Figure 1. Cells coloured by class (run 1).
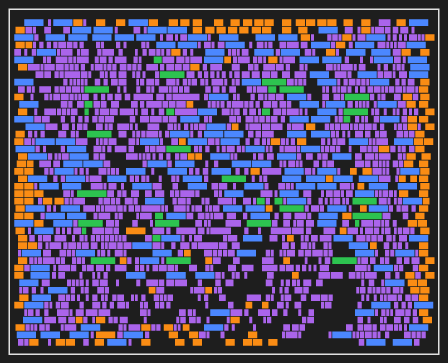
Figure 2. Where the registers sit (run 1).
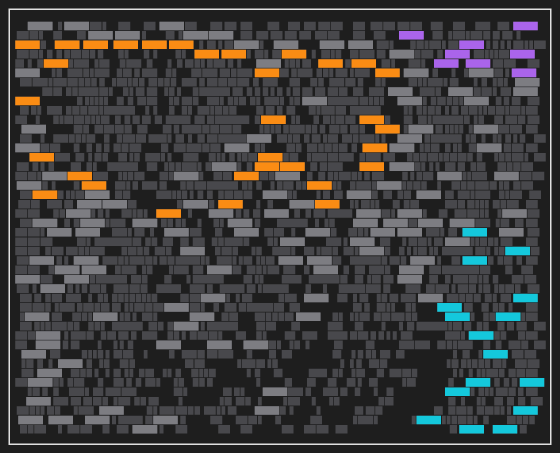
Figure 3. Routing congestion map (run 1).
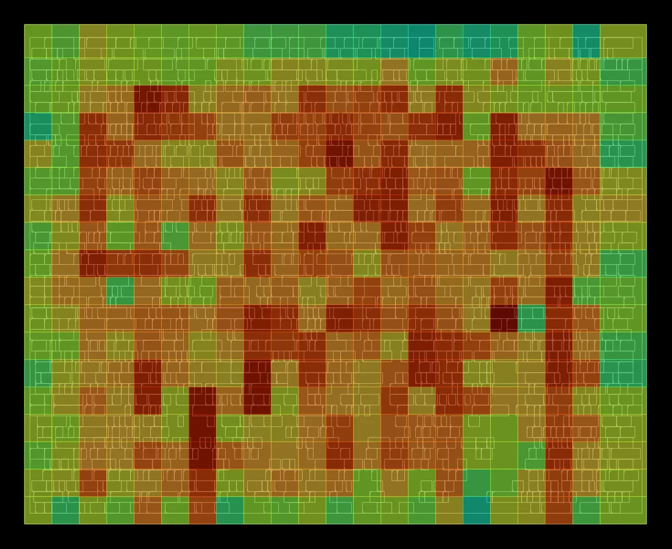
Figure 4. Cells by drive strength (run 1).
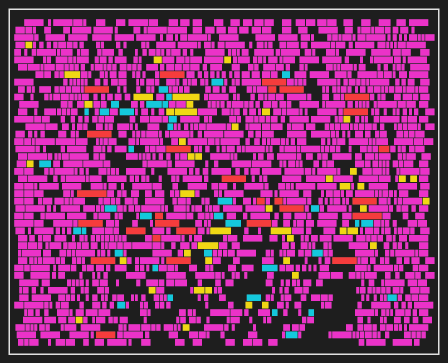
===== src/rtl/iq_accumulator_pkg.sv =====
// Shared widths, FSM encoding and saturation limits for the I/Q readout accumulator.
// ACC_W_DEF must track the state discriminator input width.
package iq_accumulator_pkg;

    localparam int SAMPLE_W_DEF = 16;
    localparam int ACC_W_DEF    = 32;
    localparam int CNT_W_DEF    = 16;
    localparam int MISS_W       = 8;

    typedef enum logic [1:0] {
        ST_IDLE,
        ST_DELAY,
        ST_INTEGRATE,
        ST_EMIT
    } acc_state_t;

    function automatic longint acc_max(input int w);
        return (longint'(1) <<< (w - 1)) - longint'(1);
    endfunction

    function automatic longint acc_min(input int w);
        return -(longint'(1) <<< (w - 1));
    endfunction

endpackage


===== src/rtl/iq_accumulator_if.sv =====
// Sample stream, readout control and result bus between the ADC front end,
// the accumulator and the state discriminator.
interface iq_accumulator_if #(
    parameter int SAMPLE_W = 16,
    parameter int ACC_W    = 32,
    parameter int CNT_W    = 16
);
    logic                       readout_trigger;
    logic [CNT_W-1:0]           delay_len;
    logic [CNT_W-1:0]           window_len;
    logic                       sample_valid;
    logic signed [SAMPLE_W-1:0] adc_i;
    logic signed [SAMPLE_W-1:0] adc_q;
    logic [2*ACC_W-1:0]         accumulated_data;
    logic                       start_trigger;
    logic                       busy;
    logic                       saturated;
    logic [7:0]                 missed_triggers;

    modport master (
        output readout_trigger, delay_len, window_len, sample_valid, adc_i, adc_q,
        input  accumulated_data, start_trigger, busy, saturated, missed_triggers
    );

    modport slave (
        input  readout_trigger, delay_len, window_len, sample_valid, adc_i, adc_q,
        output accumulated_data, start_trigger, busy, saturated, missed_triggers
    );
endinterface


===== src/rtl/iq_accumulator_sat_add.sv =====
// One accumulator lane: signed accumulator plus sign-extended sample, clipped to
// the accumulator range, with a flag when clipping occurred.
module iq_sat_add
    import iq_accumulator_pkg::*;
#(
    parameter int SAMPLE_W = SAMPLE_W_DEF,
    parameter int ACC_W    = ACC_W_DEF
) (
    input  logic signed [ACC_W-1:0]    acc,
    input  logic signed [SAMPLE_W-1:0] sample,
    output logic signed [ACC_W-1:0]    sum,
    output logic                       clip
);
    localparam logic signed [ACC_W-1:0] LIM_MAX = ACC_W'(acc_max(ACC_W));
    localparam logic signed [ACC_W-1:0] LIM_MIN = ACC_W'(acc_min(ACC_W));

    logic signed [ACC_W:0] acc_x;
    logic signed [ACC_W:0] samp_x;
    logic signed [ACC_W:0] wide;

    function automatic logic signed [ACC_W-1:0] sat_clip(input logic signed [ACC_W:0] w);
        if (w[ACC_W] != w[ACC_W-1]) begin
            return w[ACC_W] ? LIM_MIN : LIM_MAX;
        end
        return $signed(w[ACC_W-1:0]);
    endfunction

    assign acc_x  = (ACC_W+1)'(acc);
    assign samp_x = (ACC_W+1)'(sample);
    assign wide   = acc_x + samp_x;
    assign sum    = sat_clip(wide);
    assign clip   = wide[ACC_W] ^ wide[ACC_W-1];
endmodule


===== src/rtl/iq_accumulator.sv =====
// Integrates valid I/Q samples over a triggered readout window and presents one
// held result per trigger to the discriminator together with a 1-cycle start strobe.
module iq_accumulator
    import iq_accumulator_pkg::*;
#(
    parameter int SAMPLE_W = SAMPLE_W_DEF,
    parameter int ACC_W    = ACC_W_DEF,
    parameter int CNT_W    = CNT_W_DEF
) (
    input  logic            clk,
    input  logic            rst,
    iq_accumulator_if.slave bus
);
    acc_state_t              state, state_nxt;
    logic [CNT_W-1:0]        dly_rem, win_rem;
    logic signed [ACC_W-1:0] acc_i, acc_q, sum_i, sum_q;
    logic signed [ACC_W-1:0] res_i_p1, res_q_p1;
    logic                    clip_i, clip_q, sat_shadow, sat_p1, vld_p1;
    logic [MISS_W-1:0]       missed;
    logic                    trig, take, last_sample;

    assign trig        = bus.readout_trigger;
    assign take        = bus.sample_valid;
    assign last_sample = (state == ST_INTEGRATE) && take && (win_rem == CNT_W'(1));

    iq_sat_add #(.SAMPLE_W(SAMPLE_W), .ACC_W(ACC_W)) u_add_i (
        .acc(acc_i), .sample(bus.adc_i), .sum(sum_i), .clip(clip_i)
    );

    iq_sat_add #(.SAMPLE_W(SAMPLE_W), .ACC_W(ACC_W)) u_add_q (
        .acc(acc_q), .sample(bus.adc_q), .sum(sum_q), .clip(clip_q)
    );

    always_ff @(posedge clk) begin
        if (rst) state <= ST_IDLE;
        else     state <= state_nxt;
    end

    always_comb begin
        state_nxt = state;
        case (state)
            ST_IDLE:      if (trig) state_nxt = (bus.delay_len != '0) ? ST_DELAY : ST_INTEGRATE;
            ST_DELAY:     if (take && dly_rem == CNT_W'(1)) state_nxt = ST_INTEGRATE;
            ST_INTEGRATE: if (last_sample) state_nxt = ST_EMIT;
            ST_EMIT:      state_nxt = ST_IDLE;
            default:      state_nxt = ST_IDLE;
        endcase
    end

    // Window counters and lane accumulators; result stage _p1 loads with the last sample
    always_ff @(posedge clk) begin
        if (rst) begin
            dly_rem    <= '0;
            win_rem    <= '0;
            acc_i      <= '0;
            acc_q      <= '0;
            sat_shadow <= 1'b0;
            res_i_p1   <= '0;
            res_q_p1   <= '0;
            sat_p1     <= 1'b0;
            vld_p1     <= 1'b0;
            missed     <= '0;
        end else begin
            vld_p1 <= last_sample;
            if (trig && state != ST_IDLE && missed != '1) missed <= missed + MISS_W'(1);
            case (state)
                ST_IDLE: begin
                    if (trig) begin
                        dly_rem    <= bus.delay_len;
                        win_rem    <= (bus.window_len == '0) ? CNT_W'(1) : bus.window_len;
                        acc_i      <= '0;
                        acc_q      <= '0;
                        sat_shadow <= 1'b0;
                    end
                end
                ST_DELAY: begin
                    if (take) dly_rem <= dly_rem - CNT_W'(1);
                end
                ST_INTEGRATE: begin
                    if (take) begin
                        acc_i      <= sum_i;
                        acc_q      <= sum_q;
                        sat_shadow <= sat_shadow | clip_i | clip_q;
                        win_rem    <= win_rem - CNT_W'(1);
                    end
                    if (last_sample) begin
                        res_i_p1 <= sum_i;
                        res_q_p1 <= sum_q;
                        sat_p1   <= sat_shadow | clip_i | clip_q;
                    end
                end
                default: ;
            endcase
        end
    end

    assign bus.accumulated_data = {res_i_p1, res_q_p1};
    assign bus.start_trigger    = vld_p1;
    assign bus.saturated        = sat_p1;
    assign bus.busy             = (state != ST_IDLE);
    assign bus.missed_triggers  = missed;
endmodule


===== src/flat_wrapper.sv =====
// flat-port wrapper written by rule: the top's interface ports become plain ports
module iq_accumulator_flat import iq_accumulator_pkg::*;
#(
    parameter int SAMPLE_W = SAMPLE_W_DEF,
    parameter int ACC_W    = ACC_W_DEF,
    parameter int CNT_W    = CNT_W_DEF
)
  (clk, rst, bus_readout_trigger, bus_delay_len, bus_window_len, bus_sample_valid, bus_adc_i, bus_adc_q, bus_accumulated_data, bus_start_trigger, bus_busy, bus_saturated, bus_missed_triggers);
  iq_accumulator_if #(.SAMPLE_W(SAMPLE_W), .ACC_W(ACC_W), .CNT_W(CNT_W)) bus_i ();
  input  logic clk;
  input  logic rst;
  input wire logic [$bits(bus_i.readout_trigger)-1:0] bus_readout_trigger;
  input wire logic [$bits(bus_i.delay_len)-1:0] bus_delay_len;
  input wire logic [$bits(bus_i.window_len)-1:0] bus_window_len;
  input wire logic [$bits(bus_i.sample_valid)-1:0] bus_sample_valid;
  input wire logic [$bits(bus_i.adc_i)-1:0] bus_adc_i;
  input wire logic [$bits(bus_i.adc_q)-1:0] bus_adc_q;
  output wire logic [$bits(bus_i.accumulated_data)-1:0] bus_accumulated_data;
  output wire logic [$bits(bus_i.start_trigger)-1:0] bus_start_trigger;
  output wire logic [$bits(bus_i.busy)-1:0] bus_busy;
  output wire logic [$bits(bus_i.saturated)-1:0] bus_saturated;
  output wire logic [$bits(bus_i.missed_triggers)-1:0] bus_missed_triggers;
  assign bus_i.readout_trigger = bus_readout_trigger;
  assign bus_i.delay_len = bus_delay_len;
  assign bus_i.window_len = bus_window_len;
  assign bus_i.sample_valid = bus_sample_valid;
  assign bus_i.adc_i = bus_adc_i;
  assign bus_i.adc_q = bus_adc_q;
  assign bus_accumulated_data = bus_i.accumulated_data;
  assign bus_start_trigger = bus_i.start_trigger;
  assign bus_busy = bus_i.busy;
  assign bus_saturated = bus_i.saturated;
  assign bus_missed_triggers = bus_i.missed_triggers;
  iq_accumulator #(.SAMPLE_W(SAMPLE_W), .ACC_W(ACC_W), .CNT_W(CNT_W)) u_core (.clk(clk), .rst(rst), .bus(bus_i));
endmodule

===== config.mk =====
export PLATFORM = sky130hd
export DESIGN_NAME = iq_accumulator_flat
export DESIGN_NICKNAME = d
export VERILOG_FILES = /design/src/rtl/iq_accumulator_pkg.sv /design/src/rtl/iq_accumulator_if.sv /design/src/rtl/iq_accumulator_sat_add.sv /design/src/rtl/iq_accumulator.sv /design/src/flat_wrapper.sv
export SDC_FILE = /design/constraint.sdc
export NUM_CORES = 1
export LEC_CHECK = 0
export CAP_MARGIN = 10
export CORE_ASPECT_RATIO = 0.8
export CORE_UTILIZATION = 59
export CTS_CLUSTER_SIZE = 28
export DETAILED_ROUTE_END_ITERATION = 8
export HOLD_SLACK_MARGIN = 0.15
export MAX_ROUTING_LAYER = met4
export PLACE_DENSITY_LB_ADDON = 0.1
export SLEW_MARGIN = 20
export SYNTH_ARGS = -nofsm -noshare
export SYNTH_HDL_FRONTEND = slang
export SYNTH_SLANG_ARGS = --single-unit

===== constraint.sdc =====
create_clock -name clk -period 4.5 [get_ports clk]
set_input_delay 0.675 -clock clk [delete_from_list [all_inputs] [get_ports clk]]
set_output_delay 0.675 -clock clk [all_outputs]
set_load 0.03 [all_outputs]

==> results.txt, run 1 <==
impl run done, here's what came out: Reg area=3460 sq um, Final Hold Viols=0, f_max=271 MHz, GRT Max-Usage Layer=met2, number of cells on the worst hold path=2, sequential cell area fraction in the yosys report=30.7%, worst slew pin tran=1.08 ns, Initial Util=61.2%, Worst Hold Endpoint=u_core.acc_q[18], gp weighted congestion=0.958, placed cell count=1822, DRC Markers=0, crit share post-route=82.0%, total die size=19700 sq um, remaining global-route overflow=0, Setup Skew=0.0120 ns, sequential cell count=173, TritonCTS Buffers=17, CP max stage delay=0.52 ns, wl on met1=15.9 mm, FF-to-FF End=u_core.res_i_p1[17], CLK BUF=17, leading area contributor after synthesis=dfxtp_1, Mapped Cells=1473, mapped cell area=11300 sq um, first-pass GRT wire length=55.1 mm, met3 WL=2.90 mm, Post-DP Area=13000 sq um, initial drt markers=1103, Pwr Density=436 nW/um^2, Clock Tree Buf Depth=2, Hold Path Class=flip-flop to flip-flop, I/O Buffers=142, final slew viol count=0, # rows=44, synth top area cells=dfxtp_1 (31%), ha_1 (8.0%), a21oi_1 (7.2%), r2r setup slk=1.22 ns, Post-DRT Antenna Nets=0, outcome=complete, no violations, syn nets=1615, # resized after CTS=0, VDD IR-drop max=0.267 mV, clk sinks=173, Setup CP Type=primary input to flip-flop, CTS tree=built, dpl hpwl=24.7 mm, largest net degree at the start of global routing=68, die width=157 um, Setup Viol. Count Final=0, ANT cells=0, highest layer used for signal routing=met4, Post-CTS Setup Repair Bufs=0, die height=126 um, Signal inverters=40, hold_ws=0.458 ns, clk latency late pin=0.45 ns, Fill cells=1476, RSZ-0062 raised after global routing=no, vias in the first global route=10700, Biggest Area Class=logic gates, tool warning count=30, hold_sp=u_core.acc_q[18], Area leader share=30.7%, Async S/R FF share, synth=0%, Commonest flop=dfxtp_1, crit path to=u_core.res_q_p1[16], critical path startpoint category=primary input, Final min period=3.69 ns, final setup margin=0.811 ns, Layout Nets=1731, Synth cell types=90, via count=11700, Ports=143, Logic area=7350 sq um, Multi-In Gates=1183, Clk pin slew, worst setup/hold paths=0.07 ns, Critical Path End Type=flip-flop, Final Power=0.00590 W, Critical Path AT=4.00 ns, most frequent cells in the layout=nand2_1 (192), dfxtp_1 (173), a21oi_1 (162), EDFF count, synth=0, Worst EP required=4.81 ns, worst-path cell chain=clkdlybuf4s50_1 -> buf_12 -> ha_1 -> a21oi_1 -> o21ai_1 -> a21oi_1 -> o41ai_2 -> nor2b_1 -> buf_4 -> nand2_1 -> nand2_1 -> o21ai_0 -> o22ai_1, share of layout cells above drive strength 1=6.87%, CTS Hold Bufs=0, Clock buf/inv share=4.33%, routed wl met2=14.9 mm, Buffers, non-clock=174, Lkg Pwr=5.15 nW, Yosys chip area=11300 sq um, Yosys reg bits=173, Slowest-stage cell, CP=o41ai_2, CP delay by family, top=AND-OR/OR-AND gates, most frequent cell after synthesis=nand2_1, CP Depth=13, drt pass-1 iters=5, Non-clock buffer share=12.5%, yosys cell count=1473, Synth Warn #=0, Top cell excl fill/tap=nand2_1, Critical Path Source=bus_adc_q[15], R2R cell count=12, drt via density=6.28, Comb area share=54.2%, final WL=34.3 mm, wire length per cell=18.5 um, Slew headroom=27.9%, Buf+Inv Stages, Crit Path=3, htree depth=4, Max-Cap Viols=0, post-place setup slack=0.442 ns, synth-to-layout area growth=20.1%, TNS Setup=0 ns, crit-path max FO=17, synth cell count leaders=nand2_1 (192), dfxtp_1 (173), a21oi_1 (162), Reg-to-Reg Start=u_core.acc_i[0], mean post-synth cell area=7.66 sq um, final std cells w/o fill=1855, clock root cell=clkbuf_16, Tapcells=253, initial antenna violation count=0
Back to the opening pictures, Figure 1:
Key: registers = blue [cells 173, share of their area 26%]; clock drivers and dummy loads = green [cells 32, share of their area 4.4%]; remaining logic cells = purple [cells 1223, share of their area 57%]; remaining buffers and delay cells = orange [cells 174, share of their area 13%]
fin util: 73.5%
Core Area: 18400 sq um
final instance area: 13600 sq um
Seq area share: 25.6%

Back to the opening pictures, Figure 2:
Key: u_core.bus.missed_triggers = purple [placed flops 8, where upper right]; u_core.win_rem = cyan [placed flops 16]; u_core.acc_i = orange [placed flops 32]
Another 117 sequential cells are not coloured.

Back to the opening pictures, Figure 3:
routing usage on met2: 53.8%
met1 Track Usage GR: 50.3%
M3 GR Usage: 7.23%
All-Layer GR Usage: 36.2%

Back to the opening pictures, Figure 4:
Key: x3 and x4 = yellow [cells 46]; x1 and smaller = magenta [cells 1492]; x2 = cyan [cells 36]; x6 and larger = red [cells 28]

-- run 1: logic make-up after synthesis --
| logic type | after synthesis | synth area share, % |
|---|---|---|
| adders and majority gates | 75 | 8.43 |
| DFF | 173 | 30.7 |
| muxes | 9 | 0.921 |
| and+or+nand+nor | 514 | 20.8 |
| xor gates and xnor gates | 56 | 4.48 |
| buffers and inverters | 117 | 4.35 |
| AOI/OAI and AO/OA | 529 | 30.3 |
-- run 1: power breakdown --
| part | switching, W | leakage [nW] | internal [W] |
|---|---|---|---|
| Combinational | 0.00161 | 3.46 | 0.000887 |
| Sequential | 0.000175 | 1.40 | 0.00172 |
| Clock | 0.000688 | 0.289 | 0.000827 |
| Total | 0.00247 | 5.15 | 0.00343 |
==> run 2: changes to the inputs <==
--- a/config.mk
+++ b/config.mk
@@ -7,7 +7,7 @@
 export LEC_CHECK = 0
 export CAP_MARGIN = 10
 export CORE_ASPECT_RATIO = 0.8
-export CORE_UTILIZATION = 59
+export CORE_UTILIZATION = 51
 export CTS_CLUSTER_SIZE = 28
 export DETAILED_ROUTE_END_ITERATION = 8
 export HOLD_SLACK_MARGIN = 0.15
==> constraint.sdc (replaced) <==
create_clock -name clk -period 3.2 [get_ports clk]
set_input_delay 0.48 -clock clk [delete_from_list [all_inputs] [get_ports clk]]
set_output_delay 0.48 -clock clk [all_outputs]
set_load 0.03 [all_outputs]
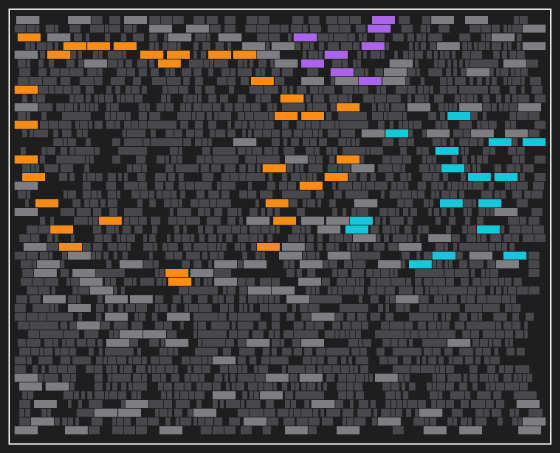
Figure 5: run 2, where the registers sit.
Key: u_core.acc_i = orange [placed flops 32]; u_core.bus.missed_triggers = purple [placed flops 8]; u_core.win_rem = cyan [placed flops 16, where middle right]
fin util: 73.4%
Reg area: 3460 sq um
Seq area share: 21.8%
Sequential Power: 0.00267 W

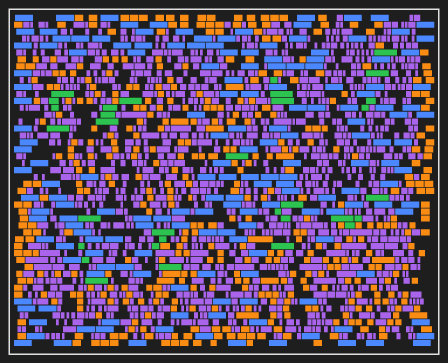
Figure 6: run 2, cells coloured by class.
Key: registers = blue [cells 173, share of their area 22%]; remaining buffers and delay cells = orange [cells 423, share of their area 24%]; clock drivers and dummy loads = green [cells 32, share of their area 3.7%]; remaining logic cells = purple [cells 1224, share of their area 50%]

==> run 2 against run 1 <==
Net effect: sequential share of layout area down 3.7 points; first-iteration DRC count increased by 18%; hold slack got worse by 0.0046 ns; non-clock buffer count up 249; count of clock-buffer cells in the layout is the same; total power up 50%; die area increased by 15%; routed wire length up 13%; core utilization fell by 0.088 points; clock power grew 39%; highest routed layer unchanged.
==> results.txt, run 2 <==
impl run done, here's what came out: Synth cell types=90, Clock Tree Buf Depth=2, TritonCTS Buffers=17, Slew headroom=40.7%, Commonest flop=dfxtp_1, Int Power=0.00511 W, final WL=38.7 mm, initial drt markers=1300, Yosys chip area=11300 sq um, yosys cell count=1473, final setup margin=0.0745 ns, die height=135 um, clock distribution power=0.00210 W, Multi-In Gates=1184, Area leader share=30.7%, Synth Warn #=0, Synth mux share=0.921%, most frequent cell after synthesis=nand2_1, ANT cells=1, Dominant comb cell=AND-OR/OR-AND gates, Mapped Cells=1473, Critical Path End Type=flip-flop, Signal inverters=40, final instance area=15900 sq um, TNS Setup=0 ns, VDD IR-drop max=0.398 mV, f_max=320 MHz, critical path startpoint category=primary input, final slew viol count=0, outcome=complete, no violations, Setup CP Type=primary input to flip-flop, Post-DP Area=14800 sq um, crit-path max FO=6, Ports=143, Clk pin slew, worst setup/hold paths=0.08 ns, first-pass GRT wire length=60.6 mm, clock network power share=23.7%, Critical Path AT=3.50 ns, Layout Nets=1981, syn nets=1615, worst-path cell chain=clkdlybuf4s50_1 -> ha_2 -> o211ai_1 -> o211ai_2 -> and4_4 -> o2111ai_1 -> buf_4 -> buf_4 -> and4b_1 -> a31oi_4 -> buf_12 -> o21ai_0 -> buf_4 -> o22ai_1, Clock buf/inv share=3.65%, mapped cell area=11300 sq um, total die size=22700 sq um, synth cell count leaders=nand2_1 (192), dfxtp_1 (173), a21oi_1 (162), adder share=8.43%, Buffers, non-clock=423, routing usage on met2=49.0%, Non-clock buffer share=23.3%, aoi share=30.3%, Buf+Inv Stages, Crit Path=5, XOR Share, Synth=4.48%, Yosys reg bits=173, Setup Viol. Count Final=0, CTS tree=built, CTS Hold Bufs=0, part of the power in registers=30.2%, Tapcells=275, Final Hold Viols=0, Core Area=21600 sq um, vias in the first global route=11600, clk sinks=173, most frequent cells in the layout=buf_4 (267), nand2_1 (191), dfxtp_1 (173), I/O Buffers=142, sequential cell area fraction in the yosys report=30.7%, Max-Cap Viols=0, Post-DRT Antenna Nets=0, synth-to-layout area growth=40.7%, CP max stage delay=0.41 ns, switch share=42.2%, Lkg Pwr=6.49 nW, Comb area share=48.1%, drt pass-1 iters=6, Worst EP required=3.58 ns, net switching power figure=0.00373 W, die width=168 um, # resized after CTS=16, initial antenna violation count=1, drt via density=5.90, Biggest Area Class=logic gates, mean post-synth cell area=7.66 sq um, Initial Util=52.2%, Hold Path Class=flip-flop to flip-flop, hold_ws=0.454 ns, tool warning count=31, worst slew pin tran=0.882 ns, final std cells w/o fill=2128, EDFF count, synth=0, clk latency late pin=0.45 ns, simple share=20.8%, Slowest-stage cell, CP=clkdlybuf4s50_1, CLK BUF=17, gp weighted congestion=0.958, DRC Markers=0, htree depth=4, Final Power=0.00884 W, combinational power=0.00407 W, placed cell count=2083, highest-power group=combinational cells, share of layout cells above drive strength 1=21.7%, Pwr Density=557 nW/um^2, highest layer used for signal routing=met4, combinational share of power=46.0%, routed wl met2=16.0 mm, # rows=48, crit share post-route=97.7%, sequential cell count=173, dpl hpwl=28.6 mm, clock root cell=clkbuf_16, leading area contributor after synthesis=dfxtp_1, synth top area cells=dfxtp_1 (31%), ha_1 (8.0%), a21oi_1 (7.2%), met3 WL=3.50 mm, remaining global-route overflow=0, Async S/R FF share, synth=0%, Fill cells=1748, largest net degree at the start of global routing=74, GRT Max-Usage Layer=met1, Post-CTS Setup Repair Bufs=1, Final min period=3.13 ns, post-place setup slack=-0.625 ns, wl on met1=18.7 mm, Top cell excl fill/tap=buf_4, Setup Skew=0.0102 ns, Logic area=7630 sq um, CP delay by family, top=AND-OR/OR-AND gates, via count=12600
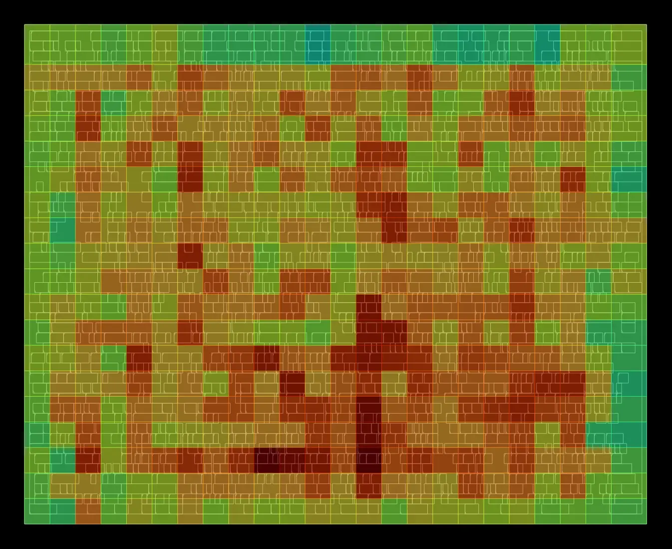
Figure 7: run 2, routing congestion map.
M3 GR Usage: 7.85%
met1 Track Usage GR: 50.0%
All-Layer GR Usage: 34.7%
wire length per cell: 18.2 um

## run 2: cell types whose count changed in the layout (fill, tap and decap cells not counted), moves of 4 or more
| cell | delta |
|---|---|
| inv_8 | +4 |
| buf_4 | +237 |
| a21oi_2 | +11 |
| ha_1 | -7 |
| a21oi_1 | -13 |
| buf_12 | +6 |
| ha_4 | +4 |
## run 2: worst paths after layout
| path | end | slack (ns) | depth (start not counted) | from |
|---|---|---|---|---|
| worst max-delay path | u_core.res_q_p1[18] | 0.07 | 14 | bus_adc_q[4] |
| worst min-delay path | u_core.acc_q[13] | 0.45 | 2 | u_core.acc_q[13] |
| worst max register to register | u_core.res_q_p1[18] | 0.20 | 13 | u_core.acc_q[4] |
| worst min register to register | u_core.acc_q[13] | 0.45 | 2 | u_core.acc_q[13] |
Power and IR drop assume default switching activity.
